Design instruction_decode_buffer_16bit_flat, sky130hd; sources not shown.
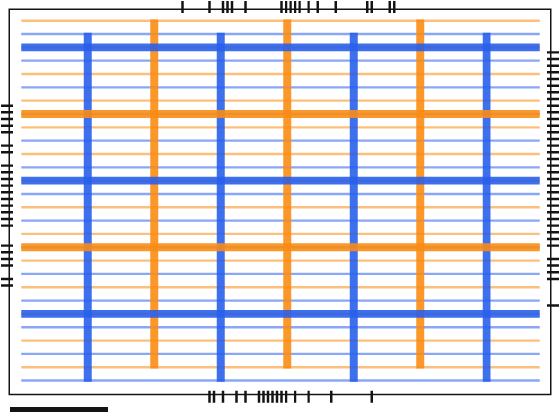
(power grid)
Scale bar: 20 um. Pins as bars on the die edge.
legend:
  VSS:
    color: blue
  VDD:
    color: orange
met1 rails: 28
signal pins: 92
die height: 78.35 um
core area: 0.007770 mm^2
peak supply drop: 0.0001613 V
Die Wd: 110.2 um

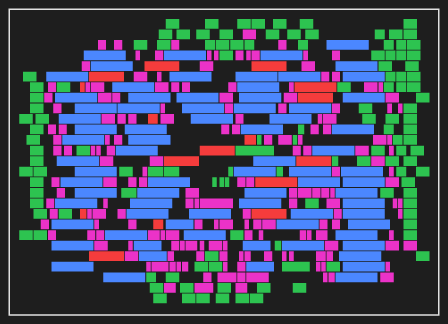
(placement by cell class)
legend:
  clock drivers and dummy loads:
    color: red
    cells: 16
    share_of_their_area: 6.6%
  flip-flops:
    color: blue
    cells: 75
    share_of_their_area: 45%
  all other logic:
    color: magenta
    cells: 175
    share_of_their_area: 24%
  other buffers and delay cells:
    color: green
    cells: 123
    share_of_their_area: 24%
post-layout util: 63.96%
fraction of area in registers: 44.31%

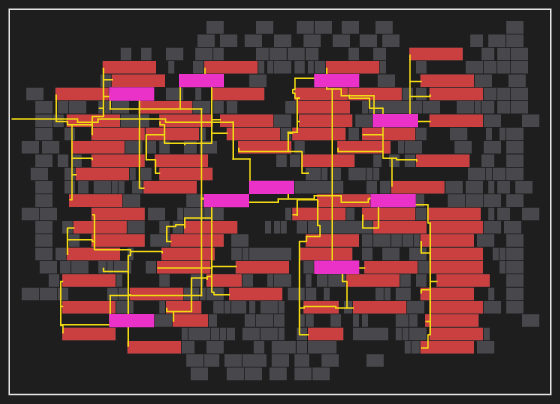
(clock wires, drivers and flops)
legend:
  cells driving clock nets:
    color: magenta
    count: 9
  clock wires:
    color: yellow
    length: 805 um
  flip-flops:
    color: red
    count: 75
routed clock nets: 10
Setup Skew: 0.004985 ns
Clk pwr share: 42.6%

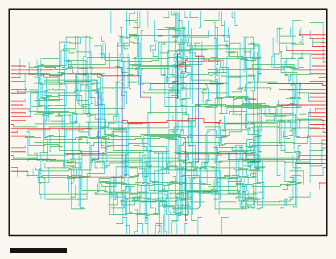
(routed metal, one color a layer)
Scale bar: 20 um.
legend:
  met2:
    color: cyan
    wire_length: 3480 um
  met4:
    color: blue
    wire_length: 154 um
  met1:
    color: green
    wire_length: 3360 um
  met3:
    color: red
    wire_length: 609 um
via count: 2391
post-DR wirelength/cell: 15.51 um
All-Layer GR Usage: 18.63%

==> run_results.csv <==
group,metric,value,unit
power_and_ir_drop,seq_power_share,46.1,%
yosys,mux_area_share,9.859,%
floorplan,taps,101,
yosys,synthAdderAreaFrac,0.3521,%
yosys,ys_top_cells_by_count,"70 x edfxtp_1, 65 x and2_1, 44 x nor2_1, 35 x mux2i_1, 17 x buf_4",
final_timing,setup_tns,0,ns
final_layout,area_dominant_class,"sequential cells",
yosys,synthFlopType,"edfxtp_1",
yosys,synth_seq_share,61.97,%
outcome,status,"finished, final reports clean",
final_layout,nMultiInputCombCells,172,
final_layout,mostFrequentLayoutCells,"91 x clkdlybuf4s50_1, 70 x edfxtp_1, 65 x and2_1",
power_and_ir_drop,p_leak,0.001790,uW
route,via_per_inst,4.880,
route,met2WireLength,3478,um
route,drc,0,
power_and_ir_drop,switchingPower,344.4,uW
final_layout,num-nonclk-buffers,123,
global_route,grt_overflow,0,
hold_path,hp-class,"reg2reg",
route,maxUsedRoutingLayer,"met4",
setup_path,worst_setup_path_start_kind,"register",
clock_network,cts.repair.resized,0,
final_layout,clk_share,6.395,%
final_timing,period_used_share,64.13,%
yosys,yosysTopAreaCell,"edfxtp_1",
final_layout,num-nonclk-inverters,3,
floorplan,chip_area,0.008634,mm^2
clock_network,clock-sinks,75,
final_layout,postLayoutCellArea,0.004970,mm^2
setup_path,slowest_delay,0.69,ns
yosys,yosys-stat-cells,280,
placement,dpl-instance-area,0.004652,mm^2
route,postRouteAntennaNets,0,
global_route,grt_start_max_net_pins,25,
setup_path,r2r_cells,6,
setup_path,critPathArrivalTime,2.76,ns
placement,place_ws,2.153,ns
route,totalWireLength,7602,um
final_layout,drive_gt1_share,12.34,%
global_route,grt_most_used_layer,"met2",
power_and_ir_drop,swShare,22.21,%
yosys,synth_area_per_cell,12.69,um^2
setup_path,critPathRequiredTime,4.59,ns
clock_network,h-tree-depth,3,
final_timing,slew_viol_final,0,
power_and_ir_drop,internal_power,1206,uW
clock_network,cts_setup_buffers,0,
final_layout,finalNonFillerCells,490,
yosys,ys_sh_simple,20.32,%
Power figures rest on the tool's default switching activity, not on a simulated workload.
